`config.mk`:
```
export PLATFORM = sky130hd
export DESIGN_NAME = stream_accumulator
export DESIGN_NICKNAME = d
export VERILOG_FILES = /design/src/rtl/stream_accumulator.sv
export SDC_FILE = /design/constraint.sdc
export NUM_CORES = 1
export LEC_CHECK = 0
export CAP_MARGIN = 20
export CORE_MARGIN = 3
export CORE_UTILIZATION = 25
export CTS_CLUSTER_SIZE = 24
export DETAILED_ROUTE_END_ITERATION = 8
export GPL_TIMING_DRIVEN = 0
export PLACE_DENSITY = 0.39
export RECOVER_POWER = 50
export SYNTH_ARGS = -nofsm -noshare
export SYNTH_HDL_FRONTEND = slang
export SYNTH_SLANG_ARGS = --single-unit
```
`constraint.sdc`:
```
create_clock -name clk -period 8.4 [get_ports clk]
set_input_delay 2.1 -clock clk [delete_from_list [all_inputs] [get_ports clk]]
set_output_delay 2.1 -clock clk [all_outputs]
set_load 0.02 [all_outputs]
```
`src/rtl/stream_accumulator.sv`:
```
// stream_accumulator: one-deep ADD/SUB/ACC/CLR pipeline with a framed, optionally saturating accumulator
module stream_accumulator #(
  parameter int WIDTH = 8,
  parameter int ACC_WIDTH = 16,
  parameter int SAT_EN = 1
) (
  input  logic                 clk,
  input  logic                 rst,
  input  logic                 in_valid,
  output logic                 in_ready,
  input  logic [WIDTH-1:0]     in_a,
  input  logic [WIDTH-1:0]     in_b,
  input  logic [1:0]           in_op,
  input  logic                 in_last,
  output logic                 out_valid,
  input  logic                 out_ready,
  output logic [ACC_WIDTH-1:0] out_data,
  output logic                 out_ovf,
  output logic [7:0]           out_count
);
  localparam logic [1:0] OP_ADD = 2'b00, OP_SUB = 2'b01, OP_ACC = 2'b10, OP_CLR = 2'b11;
  localparam logic [0:0] IDLE = 1'b0, ACCUM = 1'b1;
  logic [0:0]           state;
  logic [ACC_WIDTH-1:0] acc, acc_base, acc_nxt, add_res, sub_res;
  logic [ACC_WIDTH:0]   sum;
  logic [7:0]           cnt, cnt_nxt;
  logic                 sticky, ovf_beat, fire, produce, clear;
  assign in_ready = !rst && (!out_valid || out_ready);
  assign fire = in_valid && in_ready;
  assign produce = fire && (in_op != OP_CLR) && (in_op != OP_ACC || in_last);
  assign clear = fire && (in_op == OP_CLR || (in_op == OP_ACC && in_last));
  always_comb begin
    acc_base = (state == ACCUM) ? acc : '0;
    sum = {1'b0, acc_base} + (ACC_WIDTH+1)'(in_a) + (ACC_WIDTH+1)'(in_b);
    ovf_beat = sum[ACC_WIDTH];
    acc_nxt = (ovf_beat && SAT_EN != 0) ? '1 : sum[ACC_WIDTH-1:0];
    cnt_nxt = (state == IDLE) ? 8'd1 : (cnt == 8'hff) ? cnt : cnt + 8'd1;
    add_res = ACC_WIDTH'(in_a) + ACC_WIDTH'(in_b);
    sub_res = ACC_WIDTH'(in_a) - ACC_WIDTH'(in_b);
  end
  always_ff @(posedge clk) begin
    if (rst || clear) begin
      state <= IDLE;
      acc <= '0;
      cnt <= '0;
      sticky <= 1'b0;
    end else if (fire && in_op == OP_ACC) begin
      state <= ACCUM;
      acc <= acc_nxt;
      cnt <= cnt_nxt;
      sticky <= sticky | ovf_beat;
    end
  end
  // a new result may load in the same edge the previous one is taken
  always_ff @(posedge clk) begin
    if (rst) begin
      out_valid <= 1'b0;
      out_data <= '0;
      out_ovf <= 1'b0;
      out_count <= '0;
    end else if (produce) begin
      out_valid <= 1'b1;
      out_data <= (in_op == OP_ADD) ? add_res : (in_op == OP_SUB) ? sub_res : acc_nxt;
      out_ovf <= (in_op == OP_SUB) ? (in_a < in_b) : (in_op == OP_ACC) ? (sticky | ovf_beat) : 1'b0;
      out_count <= (in_op == OP_ACC) ? cnt_nxt : 8'd1;
    end else if (out_ready) begin
      out_valid <= 1'b0;
    end
  end
endmodule

```
Fig. 1: clock distribution
Scale bar: 50 um.
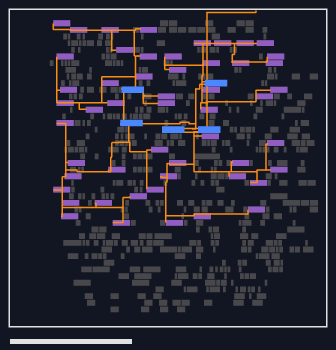
- clock wires: orange (length 806 um)
- flip-flops: purple (count 52)
- cells driving clock nets: blue (count 5)
- routed clock nets: 6
Power Clock: 0.238 mW
Worst Skew: 0.007886 ns
Clk pwr share: 36.4%

Fig. 2: gate-type map
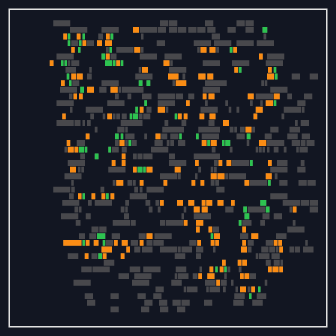
- NAND gates: green (cells 62)
- inverting AOI/OAI gates: orange (cells 135)
fin cells: 712
highest-count logic cell in the final layout: dfxtp_1
combinational share of cell area: 54.23%

==> out/results.txt <==
status -> finished clean
Seq share, synth -> 27.45%
CP Data Required Time -> 6.30 ns
part of the power in registers -> 39.3%
Max transition margin -> 42.99%
vias in the first global route -> 3,566
registers -> 52
endpoints failing setup -> 0
FMAX -> 0.1721 GHz
Logic pwr share -> 24.3%
boundary pin count -> 50
# port buffers -> 48
largest cell class by area -> multi-input combinational cells
cell with the most instances after synthesis -> dfxtp_1
flip-flops with a built-in enable -> 0
post_cts resized -> 0
Pre-Place Util -> 25.80%
Power per Cell Area -> 140.6 nW/um2
cell mode on critical path -> clkdlybuf4s50_1
clock root cell -> clkbuf_16
main flop type -> dfxtp_1
antenna-violating nets left -> 0
MaxCap Viol Count -> 0
routed wl met3 -> 492 um
Register Area -> 1041 um2
CTS tree -> done
Total Wirelength -> 13,160 um
slowest stage delay, CP -> 0.61 ns
core area -> 14,700 um2
drt drc -> 0
TAP cells -> 184
dominant logic cell types in the final layout -> 52 x dfxtp_1, 43 x nand2_1, 43 x a21oi_1
Clk pin slew, worst setup/hold paths -> 0.07 ns
met2 routed WL -> 5935 um
P_int -> 0.4551 mW
Mapped Nets -> 531
top routing layer in use -> met4
P_leak -> 1.804 nW
Post-synth ARST share -> 0%
largest net degree at the start of global routing -> 16
Post-synth top cells -> 52 x dfxtp_1, 43 x a21oi_1, 43 x nand2_1, 36 x nor2_1, 29 x o21ai_0
sw power -> 0.1993 mW
Startpoint Class -> primary input
bufs w/o clock -> 73
routability cong. -> 0.7847
setup tns final -> 0 ns
drt pass-1 iters -> 4
number of logic gates -> 368
Die Span X -> 129.2 um
routed vias/inst -> 5.111
Synth flops -> 52
Total GRT Usage -> 15.82%
clock sink total -> 52
CP Max Fanout -> 7
fillers -> 1,591
CP max-delay cell -> clkdlybuf4s50_1
top-area cell type share of the netlist area -> 27.45%
nets@finish -> 586
max-slew violation count -> 0
Signal buf overhead -> 12.77%
Mapped Cells -> 472
Post-Syn Area per Cell -> 8.035 um2
Ant. Diodes -> 0
Final min period -> 5.810 ns
CP Class -> primary input to primary output
grt met1 use -> 23.28%
area delta synth->final -> 22.76%
Synth Warn # -> 0
die area -> 16,680 um2
Clock buffer cells -> 6
initial antenna violation count -> 0
Initial DRC Count -> 255
clk latency late pin -> 0.29 ns
met3 Use GR -> 1.608%
RSZ-0062 raised after global routing -> no
Fig. 3: cells coloured by class
Scale bar: 50 um.
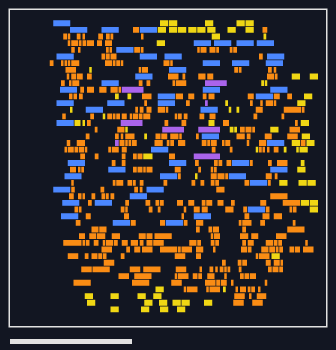
- flip-flops: blue (cells 52; share of their area 24%)
- other buffers and delay cells: yellow (cells 73; share of their area 13%)
- all other logic: orange (cells 395; share of their area 59%)
- clock drivers and dummy loads: purple (cells 8; share of their area 3.7%)
Seq area share: 22.36%
final core occ: 31.67%
Core Rows: 44

power by group through the flow:
stage / sequential [mW] / combinational, mW / clock, mW
after detailed placement: 0.263 / 0.162 / 0
after floorplan: 0.268 / 0.0948 / 0
final: 0.257 / 0.159 / 0.238
after global placement: 0.263 / 0.162 / 0
after CTS: 0.257 / 0.163 / 0.243
after global routing: 0.258 / 0.177 / 0.252
path summary, 6_finish.rpt:
| check | start | cells after the start | slack [ns] | endpoint |
|---|---|---|---|---|
| worst max register to register | state | 13 | 4.05 | out_data[7] |
| worst min-delay path | out_data[0] | 2 | 0.46 | out_data[0] |
| worst max-delay path | out_ready | 5 | 2.59 | in_ready |
| worst min register to register | out_data[0] | 2 | 0.46 | out_data[0] |
critical path, delay by kind of cell:
kind,cells,cell delay (ns)
simple gates,2,0.27
buf+inv,3,1.34
metrics by stage:
stage | power [mW] | setup slack [ns] | instance area [um2] | cells
finish | 0.6544 | 2.590 | 4656 | 712
global route | 0.6868 | 2.483 | 4656 | 712
CTS | 0.6633 | 2.545 | 4667 | 712
detailed placement | 0.4249 | 2.544 | 4503 | 704
global placement | 0.4250 | 2.537 | 4503 | 704
floorplan | 0.3625 | 3.542 | 3792 | 472
logic make-up (layout without fill, tap and decap cells):
| family | count (synthesis) | in the layout | synth area share, % |
|---|---|---|---|
| AND/OR/NAND/NOR | 157 | 157 | 20.49 |
| AND-OR/OR-AND | 155 | 155 | 27.32 |
| flip-flops | 52 | 52 | 27.45 |
| buffers and inverters | 52 | 108 | 5.773 |
| adder cells (fa/ha/maj) | 36 | 36 | 14.05 |
| XOR/XNOR | 13 | 13 | 3.002 |
| multiplexers | 7 | 7 | 1.914 |
sequential cells by signal (all words and copies together), names as in the netlist:
signal,cells
acc,16
out_data,16
cnt,8
out_count,8
out_ovf,1
out_valid,1
state,1
sticky,1
No activity file was given, so power comes from the tool's default toggle rates.
